File: src/rtl/ooo_pkg.sv
// Shared types and constants for the out-of-order core front end.
// The fetch queue entry carries the fetch PC, the returned instruction word
// and the branch predictor's taken flag for that PC.
package ooo_pkg;

  localparam logic [31:0] RST_PC_DEFAULT = 32'h0000_0000;

  typedef struct packed {
    logic [31:0] pc;
    logic [31:0] inst;
    logic        pred;
  } fetch_entry_t;

endpackage

File: src/rtl/if_fetch_fifo.sv
// Fetch queue: power-of-two circular buffer of fetch_entry_t with an
// occupancy counter. A flush empties the queue on the same edge and wins over
// any push or pop. The head entry reads as all-zero while the queue is empty.
module if_fetch_fifo
  import ooo_pkg::*;
#(
  parameter int DEPTH = 4
) (
  input  logic                     clk,
  input  logic                     rst,
  input  logic                     push,
  input  fetch_entry_t             wdata,
  input  logic                     pop,
  input  logic                     flush,
  output fetch_entry_t             rdata,
  output logic                     full,
  output logic                     empty,
  output logic [$clog2(DEPTH):0]   count
);

  localparam int AW = $clog2(DEPTH);
  localparam int CW = AW + 1;

  fetch_entry_t    mem [DEPTH];
  logic [AW-1:0]   wr_ptr;
  logic [AW-1:0]   rd_ptr;
  logic            do_push;
  logic            do_pop;

  assign empty   = (count == '0);
  assign full    = (count == CW'(DEPTH));
  assign do_push = push && !full && !flush;
  assign do_pop  = pop && !empty && !flush;
  assign rdata   = empty ? '0 : mem[rd_ptr];

  // Storage write on an accepted push.
  // NOTE: the data array has no reset; the head mux above masks it while empty.
  always_ff @(posedge clk) begin
    if (do_push) mem[wr_ptr] <= wdata;
  end

  // Pointers wrap modulo DEPTH; occupancy follows push/pop, flush clears all.
  // NOTE: state updates use non-blocking assignments so every register sees
  // the pre-edge values of the others.
  always_ff @(posedge clk or negedge rst) begin
    if (!rst) begin
      wr_ptr <= '0;
      rd_ptr <= '0;
      count  <= '0;
    end else if (flush) begin
      wr_ptr <= '0;
      rd_ptr <= '0;
      count  <= '0;
    end else begin
      if (do_push) wr_ptr <= wr_ptr + 1'b1;
      if (do_pop)  rd_ptr <= rd_ptr + 1'b1;
      case ({do_push, do_pop})
        2'b10:   count <= count + 1'b1;
        2'b01:   count <= count - 1'b1;
        default: count <= count;
      endcase
    end
  end

endmodule

File: src/rtl/if_fetch_unit.sv
// Instruction fetch unit: PC register, one-deep in-flight tracker for the
// single-cycle instruction memory, and a fetch queue toward decode.
// A request is issued only while queued plus in-flight entries leave room in
// the queue, so the queue can never overflow. A flush redirects the PC and
// discards everything queued or in flight.
// Optional feature macro IF_FETCH_BYPASS_EN: a returning response that finds
// the queue empty and decode ready goes straight to decode that cycle.
module if_fetch_unit
  import ooo_pkg::*;
#(
  parameter int          DEPTH  = 4,
  parameter logic [31:0] RST_PC = RST_PC_DEFAULT
) (
  input  logic        clk,
  input  logic        rst,
  output logic [31:0] IM_addr,
  output logic        IM_req,
  input  logic [31:0] IM_rdata,
  output logic        DC_ready,
  input  logic [31:0] next_pc,
  input  logic        jump_out,
  input  logic        flush,
  output logic        id_valid,
  input  logic        id_ready,
  output logic [31:0] id_pc,
  output logic [31:0] id_inst,
  output logic        id_pred
);

  localparam int CW = $clog2(DEPTH) + 1;

  logic [31:0]   pc;
  logic          infl_valid;
  logic [31:0]   infl_pc;
  logic          infl_pred;

  fetch_entry_t  resp;
  fetch_entry_t  head;
  fetch_entry_t  id_entry;
  logic          q_full;
  logic          q_empty;
  logic [CW-1:0] q_count;
  logic [CW:0]   pending;
  logic          issue;
  logic          bypass;
  logic          q_push;
  logic          q_pop;

  // Credit: queued plus in-flight must stay below DEPTH. Gating with rst keeps
  // the strobe low while reset is held and lets the first edge after release
  // issue a request.
  assign pending  = (CW+1)'(q_count) + (CW+1)'(infl_valid);
  assign issue    = rst && (pending < (CW+1)'(DEPTH)) && !flush;
  assign IM_req   = issue;
  assign DC_ready = issue;
  assign IM_addr  = pc;

  assign resp = '{pc: infl_pc, inst: IM_rdata, pred: infl_pred};

`ifdef IF_FETCH_BYPASS_EN
  assign bypass = infl_valid && q_empty && id_ready && !flush;
`else
  assign bypass = 1'b0;
`endif

  assign q_push = infl_valid && !flush && !bypass && !q_full;
  assign q_pop  = !q_empty && id_ready;

  // Decode-side view: queue head, the bypassed response, or zeros when idle.
  // NOTE: every always_comb output gets a default first so no latch is inferred.
  always_comb begin
    id_entry = '0;
    id_valid = 1'b0;
    if (!q_empty) begin
      id_entry = head;
      id_valid = 1'b1;
    end else if (bypass) begin
      id_entry = resp;
      id_valid = 1'b1;
    end
  end

  assign id_pc   = id_entry.pc;
  assign id_inst = id_entry.inst;
  assign id_pred = id_entry.pred;

  // PC advances to the predictor's next PC on an issue or a redirect.
  always_ff @(posedge clk or negedge rst) begin
    if (!rst) begin
      pc <= RST_PC;
    end else if (issue || flush) begin
      pc <= next_pc;
    end
  end

  // In-flight tracker: remembers the PC and prediction of the issued request.
  always_ff @(posedge clk or negedge rst) begin
    if (!rst) begin
      infl_valid <= 1'b0;
      infl_pc    <= '0;
      infl_pred  <= 1'b0;
    end else begin
      infl_valid <= issue;
      if (issue) begin
        infl_pc   <= pc;
        infl_pred <= jump_out;
      end
    end
  end

  if_fetch_fifo #(
    .DEPTH (DEPTH)
  ) u_fifo (
    .clk   (clk),
    .rst   (rst),
    .push  (q_push),
    .wdata (resp),
    .pop   (q_pop),
    .flush (flush),
    .rdata (head),
    .full  (q_full),
    .empty (q_empty),
    .count (q_count)
  );

endmodule
File: config.mk
export PLATFORM = sky130hd
export DESIGN_NAME = if_fetch_unit
export DESIGN_NICKNAME = d
export VERILOG_FILES = /design/src/rtl/ooo_pkg.sv /design/src/rtl/if_fetch_fifo.sv /design/src/rtl/if_fetch_unit.sv
export SDC_FILE = /design/constraint.sdc
export NUM_CORES = 1
export LEC_CHECK = 0
export CAP_MARGIN = 10
export CORE_ASPECT_RATIO = 1.25
export CORE_MARGIN = 1
export CORE_UTILIZATION = 45
export DETAILED_ROUTE_END_ITERATION = 10
export GPL_TIMING_DRIVEN = 0
export PLACE_DENSITY = 0.72
export SLEW_MARGIN = 20
export SYNTH_ARGS = -nofsm -noshare
export SYNTH_HDL_FRONTEND = slang
export SYNTH_HIERARCHICAL = 1
export SYNTH_SLANG_ARGS = --single-unit
File: constraint.sdc
create_clock -name clk -period 6.3 [get_ports clk]
set_input_delay 0.945 -clock clk [delete_from_list [all_inputs] [get_ports clk]]
set_output_delay 0.945 -clock clk [all_outputs]
set_load 0.01 [all_outputs]
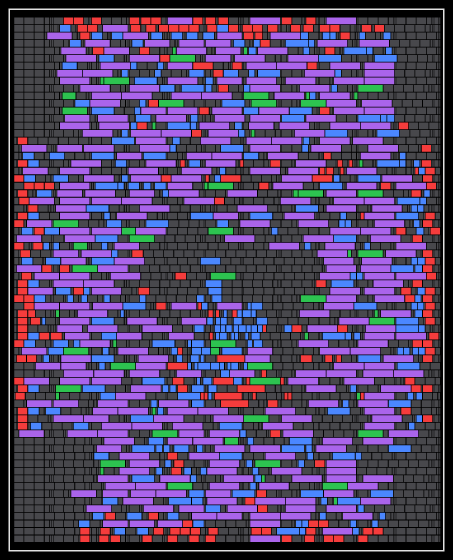
(placement by cell class)
Fill, decap, tap and diode cells in grey.
Blue stands for combinational and other logic, cells 320, share of their area 22%. Purple stands for sequential cells, cells 333, share of their area 59%. Green stands for clock drivers and dummy loads, cells 58, share of their area 5.8%. Red stands for remaining buffers and delay cells, cells 214, share of their area 13%.

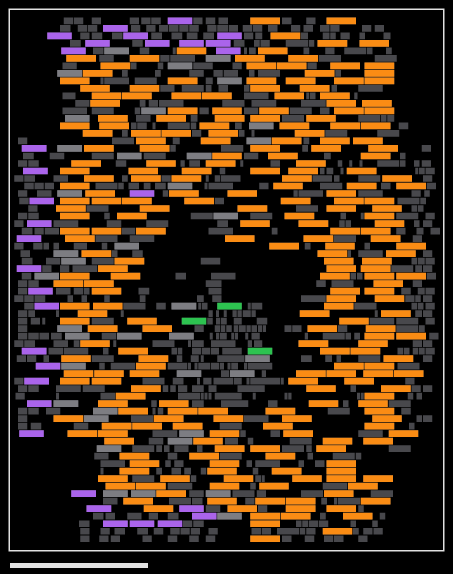
(sequential cells grouped by signal name)
Scale bar: 50 µm. Other sequential cells in the stronger grey, the rest of the logic in the fainter grey.
Purple stands for IM_addr, placed flops 32. Green stands for u_fifo/count, placed flops 3. Orange stands for u_fifo/mem, placed flops 260, where widely spread.

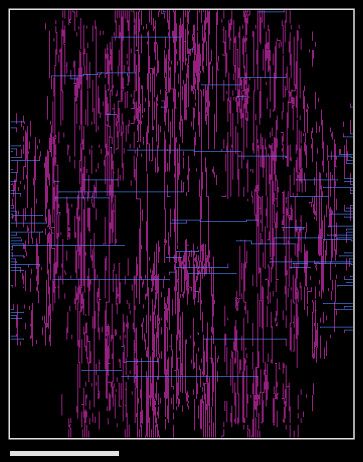
(wiring by layer)
Scale bar: 50 µm. Two of the layers only.
Blue stands for metal 3, wire length 1,210 µm. Magenta stands for metal 2, wire length 13,700 µm.

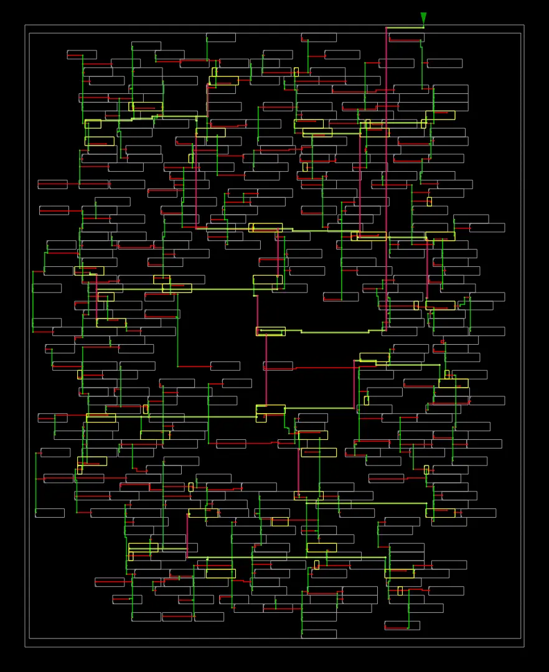
(clock routing)
clock sinks: 333
CTS Buf Count: 31
clk ins delay skew pair: 550 ps
flip-flops: 333

[sequential cells by signal, summed over array words and instances, names as in the netlist]
signal and flops:
IM_addr 32, infl_pc 32, infl_pred 1, infl_valid 1, u_fifo/count 3, u_fifo/mem 260, u_fifo/rd_ptr 2, u_fifo/wr_ptr 2
[where the power goes]
group          internal, mW  leakage [nW]  switching, mW  total, mW
clock network          1.00         0.457          0.742       1.75
logic                 0.157          2.07         0.0881      0.245
registers              2.48          3.21         0.0668       2.55
[final cells by class]
class | instances | area share [%]
Antenna cell | 2 | 0.0298
Buffer | 41 | 1.77
Clock buffer | 54 | 5.38
Clock inverter | 4 | 0.283
Inverter | 5 | 0.112
Multi-Input combinational cell | 315 | 21.3
Sequential cell | 333 | 57.4
Tap cell | 396 | 2.95
Timing Repair Buffer | 173 | 10.8
==> results.yml <==
# synthesis and place-and-route metrics
die:
  die.size.y_um: 196
  core_area_um2: 29400
  boundaryPins: 169
  die_area_um2: 30700
  fp-row-count: 70
  fp_util_pct: 45.9
  die-width_um: 157
synthesis:
  aoi_share_pct: 0.621
  synth_area_um2: 13500
  ys_sh_mux_pct: 17.2
  synthTopCellsByArea: "edfxtp_1 58%, dfrtp_1 14%, mux4_2 11%, and2_1 3.3%, mux2_4 3.2%"
  adder_share_pct: 0.519
  synthTopCellsByCount: "260 x edfxtp_1, 73 x dfrtp_1, 71 x and2_1"
  ys_cells: 694
  ys_seq_share_pct: 71.3
  async_flop_share_pct: 21.9
  edf_count: 260
  syn_nets: 768
  synth_top_cell_by_area: "edfxtp_1"
  numSynthFlops: 333
  synthDistinctLibCells: 41
  ys.warnings.count: 6
  post-synth-top-area-fraction_pct: 57.8
  logic_family: "multiplexers"
  yosysChipArea_um2: 13500
  avgSynthCellArea_um2: 19.5
  syn_inst: 694
  yosysMostFrequentCell: "edfxtp_1"
  ff_type: "edfxtp_1"
  xor_share_pct: 0.259
final_layout:
  fill_cells: 2320
  drive_above_1_share_pct: 22.4
  mostFrequentLayoutCell: "edfxtp_1"
  fin_cells: 1323
  final_area_um2: 16800
  seqCellArea_um2: 9630
  nets: 974
  most-common-layout-cells: "260 x edfxtp_1, 167 x clkdlybuf4s50_1, 73 x dfrtp_1, 67 x and2_1, 65 x mux4_2"
  final_core_utilization_pct: 57.0
  logic_area_um2: 3570
  area_growth_syn_to_layout_pct: 24.2
clocking:
  cts_buffer_depth: 3
  htreeDepth: 1
  post_cts_buffers: 0
  cts_tree: "yes"
  cts_resized: 0
  ctsHoldBuffers: 0
setup_path:
  critPathArrivalTime_ps: 3830
  worst_r2r_path_depth: 13
  critPathLaunch: "u_fifo/count[0]"
  reg2reg_from: "u_fifo/count[0]"
  cp-end-kind: "output pin"
  endpoint: "id_pc[13]"
  cp_num_cells: 8
  cp.required_ps: 5350
  critPathBufInv: 6
  path_cells: "buf_2 -> or3_4 -> clkbuf_1 -> inv_1 -> clkbuf_1 -> clkbuf_1 -> and2b_1 -> clkdlybuf4s50_1"
  crit_path_max_incr_delay_ps: 570
  startpoint_type: "flip-flop"
  crit_family: "buffers and inverters"
  crit_type: "flip-flop to output pin"
  crit_slowest_cell: "clkbuf_1"
  crit_top_cell: "clkbuf_1"
  r2r-end: "u_fifo/count[2]"
placed_design:
  postPlaceCellArea_um2: 15800
  globalplace.congestion: 0.722
  io_buffers: 168
detailed_routing:
  postRouteAntennaNets: 0
  routedWlPerCell_um: 19.8
  wirelength_met1_um: 10900
  drt_iter0_drc: 316
  vias: 6755
  drt-total-wl_um: 26200
  drt-vias-per-instance: 5.11
  first_pass_iters: 5
  highest_layer: "met4"
  drc_errors: 0
  wl_met2_um: 13700
final_timing:
  holdWs_ps: 393
  rsz0062_at_grt: "false"
  hold_viol: 0
  finalSetupViolCount: 0
  fin_crit_sh_pct: 75.8
  slew_headroom_pct: 52.5
  min_period_ps: 4780
  fin_tns_setup_ps: 0
  max_clock_freq_ghz: 0.209
  fin_skew_ps: 12.3
  worstMarginPinSlew_ps: 712
  postLayoutSetupSlackWorst_ps: 1520
  slew_viol_final: 0
power_and_ir_drop:
  p_leak_nw: 5.75
  ir_worst_vdd_mv: 0.177
  finalPower_mw: 4.54
  powerDensity_nw_per_um2: 271
global_routing:
  first_global_vias: 7087
  met1_usage_pct: 23.1
  antenna_found_initial: 1
  track_usage_pct: 17.6
  grt_max_degree: 45
  gr-usage-met2_pct: 30.7
  grt-busiest-layer: "met2"
  use_met3_pct: 2.65
  grt_pass1_wl_um: 40600
  grt.overflow.total: 0
flow_run:
  max_cap_violations: 0
  tool_warnings: 29
hold_path:
  hold_class: "primary input to asynchronous set/reset pin"
run_status:
  status: "finished, final reports clean"
No activity file was given, so power comes from the tool's default toggle rates.
